==> src/rtl/hilo_pkg.sv <==
// rtl/hilo_pkg.sv - shared types and constants for the HI/LO result register unit
package hilo_pkg;

   // Architectural HI/LO register width; the product is twice this
   localparam int HILO_W = 32;
   localparam int PROD_W = 2 * HILO_W;

   // Read select encodings (2'b11 is decoded as no read)
   localparam logic [1:0] RD_NONE = 2'b00;
   localparam logic [1:0] RD_HI   = 2'b01;
   localparam logic [1:0] RD_LO   = 2'b10;

   // Multiply tracking state
   typedef enum logic {
      IDLE = 1'b0,
      WAIT = 1'b1
   } state_t;

endpackage

==> src/rtl/hilo_unit.sv <==
// rtl/hilo_unit.sv - HI/LO registers fed by the pipelined multiplier; optional read forwarding under HILO_FWD_EN
module hilo_unit
   import hilo_pkg::*;
#(
   parameter int MULT_LATENCY = 1
) (
   input  logic              clk,
   input  logic              reset,
   input  logic              en,
   input  logic              mult_start,
   input  logic [PROD_W-1:0] product,
   input  logic              wr_hi,
   input  logic              wr_lo,
   input  logic [HILO_W-1:0] wr_data,
   input  logic [1:0]        rd_sel,
   output logic [HILO_W-1:0] rd_data,
   output logic              stall,
   output logic [HILO_W-1:0] hi,
   output logic [HILO_W-1:0] lo,
   output logic              busy
);

   localparam int              CNT_W    = $clog2(MULT_LATENCY) + 1;
   localparam logic [CNT_W-1:0] CNT_LOAD = CNT_W'(MULT_LATENCY - 1);
   localparam logic [CNT_W-1:0] CNT_ONE  = CNT_W'(1);

   state_t              state_q, state_d;
   logic [CNT_W-1:0]    cnt_q, cnt_d;
   logic [HILO_W-1:0]   hi_q, hi_d;
   logic [HILO_W-1:0]   lo_q, lo_d;

   logic                rd_req;
   logic                wr_req;
   logic                last_wait;
   logic                rd_blocked;
   logic                fwd_sel;

   // Hazard decode: what the current request wants and whether the product lands this edge
   always_comb begin
      rd_req    = (rd_sel == RD_HI) || (rd_sel == RD_LO);
      wr_req    = wr_hi || wr_lo;
      last_wait = (state_q == WAIT) && (cnt_q == '0);
`ifdef HILO_FWD_EN
      // The product on the bus is final in the capture cycle, so a read can take it directly
      rd_blocked = rd_req && !last_wait;
      fwd_sel    = last_wait;
`else
      rd_blocked = rd_req;
      fwd_sel    = 1'b0;
`endif
      stall = (state_q == WAIT) && (rd_blocked || wr_req || mult_start);
   end

   // Read mux; returns the pre-edge register value even when a write is pending
   always_comb begin
      rd_data = '0;
      case (rd_sel)
         RD_HI:   rd_data = fwd_sel ? product[PROD_W-1:HILO_W] : hi_q;
         RD_LO:   rd_data = fwd_sel ? product[HILO_W-1:0]      : lo_q;
         default: rd_data = '0;
      endcase
   end

   // Next-state: track the in-flight multiply, capture the product, apply IDLE writes
   always_comb begin
      state_d = state_q;
      cnt_d   = cnt_q;
      hi_d    = hi_q;
      lo_d    = lo_q;
      if (en) begin
         case (state_q)
            IDLE: begin
               // Writes land first; a multiply issued alongside overwrites both on capture
               if (wr_hi) hi_d = wr_data;
               if (wr_lo) lo_d = wr_data;
               if (mult_start) begin
                  cnt_d   = CNT_LOAD;
                  state_d = WAIT;
               end
            end
            WAIT: begin
               // Writes and new multiplies are stalled here and never reach the registers
               if (cnt_q == '0) begin
                  hi_d    = product[PROD_W-1:HILO_W];
                  lo_d    = product[HILO_W-1:0];
                  state_d = IDLE;
               end else begin
                  cnt_d = cnt_q - CNT_ONE;
               end
            end
            default: state_d = IDLE;
         endcase
      end
   end

   // State registers; reset drops any pending product
   always_ff @(posedge clk or posedge reset) begin
      if (reset) begin
         state_q <= IDLE;
         cnt_q   <= '0;
         hi_q    <= '0;
         lo_q    <= '0;
      end else begin
         state_q <= state_d;
         cnt_q   <= cnt_d;
         hi_q    <= hi_d;
         lo_q    <= lo_d;
      end
   end

   // Architectural outputs
   always_comb begin
      hi   = hi_q;
      lo   = lo_q;
      busy = (state_q == WAIT);
   end

endmodule

==> config.mk <==
export PLATFORM = sky130hd
export DESIGN_NAME = hilo_unit
export DESIGN_NICKNAME = d
export VERILOG_FILES = /design/src/rtl/hilo_pkg.sv /design/src/rtl/hilo_unit.sv
export SDC_FILE = /design/constraint.sdc
export NUM_CORES = 1
export LEC_CHECK = 0
export CORE_MARGIN = 10
export CORE_UTILIZATION = 60
export DETAILED_ROUTE_END_ITERATION = 6
export DONT_BUFFER_PORTS = 1
export PLACE_DENSITY = 0.76
export SLEW_MARGIN = 40
export SYNTH_ARGS = -nofsm -noshare
export SYNTH_HDL_FRONTEND = slang
export SYNTH_SLANG_ARGS = --single-unit
==> constraint.sdc <==
create_clock -name clk -period 3.9 [get_ports clk]
set_clock_uncertainty 0.15 [all_clocks]
set_input_delay 0.39 -clock clk [delete_from_list [all_inputs] [get_ports clk]]
set_output_delay 0.39 -clock clk [all_outputs]
set_load 0.02 [all_outputs]
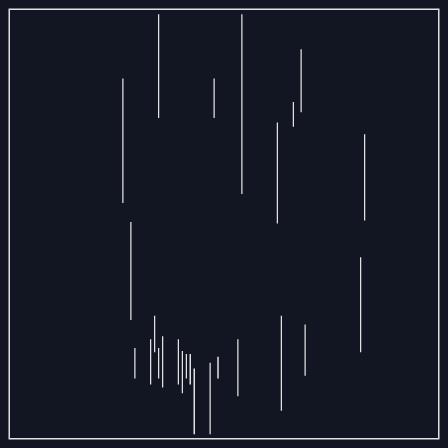
Fig. 1. The metal 4 layer.
share of all routed wire: 2.7%
main direction: vertical
routed via count: 3,532
Detailed Route WL: 13.6 mm

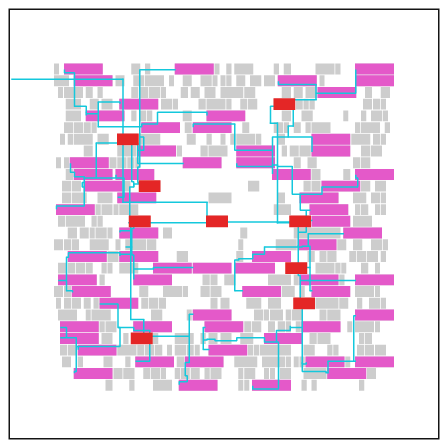
Fig. 2. Clock distribution.
[red] cells driving clock nets | count: 9
[magenta] flip-flops | count: 65
[cyan] clock wires | length: 874 um
flops lie: widely spread
Clk power: 606 uW
clk latency late pin: 0.33 ns
Clk pwr share: 0.273

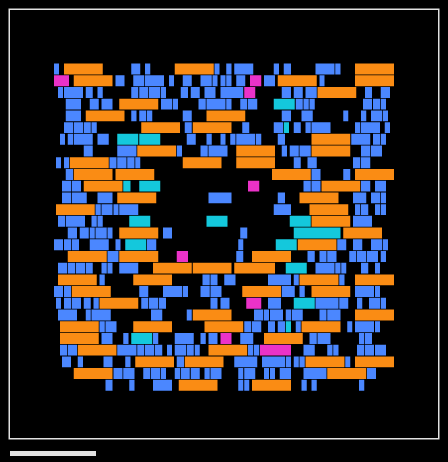
Fig. 3. Placement by cell class.
The bar under the picture is 20 um long.
| colour | class | cells | share of their area |
|---|---|---|---|
| cyan | clock drivers and dummy loads | 16 | 5.5% |
| magenta | other buffers and delay cells | 8 | 2.1% |
| orange | flip-flops | 65 | 43% |
| blue | all other logic | 304 | 49% |
num rows: 28
Util after Layout: 0.643

[layer usage]
| layer | vias to the layer above | track usage | share of wire |
|---|---|---|---|
| li1 | 1480 | - | - |
| met1 | 1692 | 0.285 | 0.34 |
| met2 | 310 | 0.422 | 0.49 |
| met3 | 50 | 0.104 | 0.14 |
| met4 | 0 | 0.100 | 0.027 |
| met5 | - | 0 | 0 |
[critical path, delay by kind of cell (launching register included)]
family | cells | cell delay (ns)
and+or+nand+nor | 1 | 0.58
DFF | 1 | 0.62
buffers and inverters | 1 | 0.69
[final timing paths]
path,slack [ns],to,start,cells after the start
worst max-delay path,1.14,stall,busy$_DFFE_PP0P_,2
worst min-delay path,0.01,hi[23]$_DFFE_PP0P_,en,1
worst max register to register,1.58,hi[24]$_DFFE_PP0P_,busy$_DFFE_PP0P_,4
worst min register to register,0.57,lo[25]$_DFFE_PP0P_,lo[25]$_DFFE_PP0P_,2
max in group asynchronous,2.21,hi[19]$_DFFE_PP0P_,reset,3
min in group asynchronous,0.46,lo[12]$_DFFE_PP0P_,reset,2
[area by class of cell]
cell class              instances  area, sq um
inverters                       4         16.3
multi-input cells             300         1850
fillers                       497         2150
repair buffers                  8         77.6
flip-flops and latches         65         1630
clock buffers                  14          173
well taps                      75         93.8
clock inverters                 2         35.0
[stage by stage]
| stage | hold slack [ns] | worst slack [ns] | utilization | instance area (sq um) | power [uW] |
|---|---|---|---|---|---|
| after floorplan | 0.390 | 1.73 | - | 3780 | 1510 |
| after global placement | 0.270 | 1.40 | 0.601 | 3620 | 1590 |
| after detailed placement | 0.273 | 1.63 | 0.602 | 3630 | 1610 |
| after CTS | 0.00274 | 1.47 | 0.643 | 3870 | 2220 |
| after global routing | 0.00586 | 1.01 | 0.643 | 3870 | 2320 |
| final | 0.0109 | 1.14 | 0.643 | 3870 | 2220 |
[power by group through the flow]
stage	combinational (uW)	sequential (uW)	clock, uW
detailed placement	445	1170	0
CTS	458	1150	607
global placement	426	1160	0
finish	460	1150	606
floorplan	415	1100	0
global route	503	1170	643
[timing repair]
action	CTS	global route
hold endpoints to repair	62	0
endpoints found under the setup margin	0	0
hold buffers	3	0
buffers inserted	0	0
[flip-flops by register name, indices dropped and copies added, names as in the netlist]
name / cells
hi: 32
busy: 1
lo: 32
[cell families (layout without fill, tap and decap cells)]
group           after synthesis  after routing
flops                        65             65
simple gates                137            137
compound gates              161            161
fa+ha+maj                     2              2
buf+inv                      47             28
[synth_stat cells (2+ instances only)]
cell type / number / area share
a221oi_2: 5 / 0.020
inv_1: 3 / 0.0030
a211oi_2: 25 / 0.083
nor3_1: 21 / 0.028
dfrtp_1: 65 / 0.43
a21oi_1: 34 / 0.045
clkbuf_1: 8 / 0.0079
o21ai_0: 2 / 0.0026
a22oi_1: 32 / 0.064
o22ai_1: 57 / 0.094
nor3_2: 4 / 0.011
nor2_1: 102 / 0.10
a221oi_1: 5 / 0.012
buf_2: 15 / 0.020
buf_6: 10 / 0.030
buf_4: 9 / 0.018
ha_1: 2 / 0.0066
==> flow_summary.json <==
{
  "powerDensity_nw_per_um2": 572,
  "ys_ff": 65,
  "aoi_share": 0.324,
  "top_logic_kind": "AND-OR/OR-AND gates",
  "cp_max_fo": 48,
  "antennaDiodeCount": 0,
  "warning_count": 27,
  "nets": 494,
  "fmax_mhz": 362,
  "ys_types": 30,
  "seq_power_share": 0.519,
  "numCtsBuffers": 9,
  "syn_avg_cell_area_sq_um": 9.18,
  "clkSinkCount": 65,
  "cp_slowest_cell": "clkinv_2",
  "cts_resized": 0,
  "grt_max_degree": 49,
  "setup_viol": 0,
  "root_buffer": "clkbuf_8",
  "fin_crit_sh": 0.708,
  "core-area_sq_um": 6030,
  "slew_headroom": 0.515,
  "fp_util": 0.627,
  "max-vdd-ir-drop_v": 0.000333,
  "die_y_um": 99.4,
  "hold_path_class": "in2reg",
  "edf_count": 0,
  "final_cells": 468,
  "grt_pass1_wl_mm": 20.2,
  "outcome": "complete, no violations",
  "period_needed_ns": 2.76,
  "syn_to_final_growth_pct": 2.48,
  "syn_nets": 518,
  "cp.required_ns": 3.36,
  "grt_overflow": 0,
  "p_switching_uw": 890,
  "ys_chip_area_sq_um": 3780,
  "p_sw_frac": 0.401,
  "die-area_sq_um": 9880,
  "grt_setup_unrepaired": "no",
  "routed_via_density": 7.55,
  "cp_cell_sequence": "clkinv_2 > nor2_1",
  "drv_slew": 0,
  "antenna_found_initial": 0,
  "final_common_cell": "nor2_1",
  "power_frac_comb": 0.207,
  "final.setup.tns_ns": 0,
  "worstPathArrival_ns": 2.22,
  "hold_viol_final": 0,
  "worst-setup-path-type": "reg2out",
  "async_reset_ff_frac": 1.00,
  "p_int_uw": 1330,
  "drtIter0Drc": 302,
  "xor_share": 0,
  "first_pass_iters": 5,
  "grt_pass1_vias": 3489,
  "start_kind": "flip-flop",
  "dp.cells": 449,
  "wl_per_cell_um": 29.1,
  "slowest_delay_ns": 0.69
}
Power is estimated from default activity; no workload was simulated.
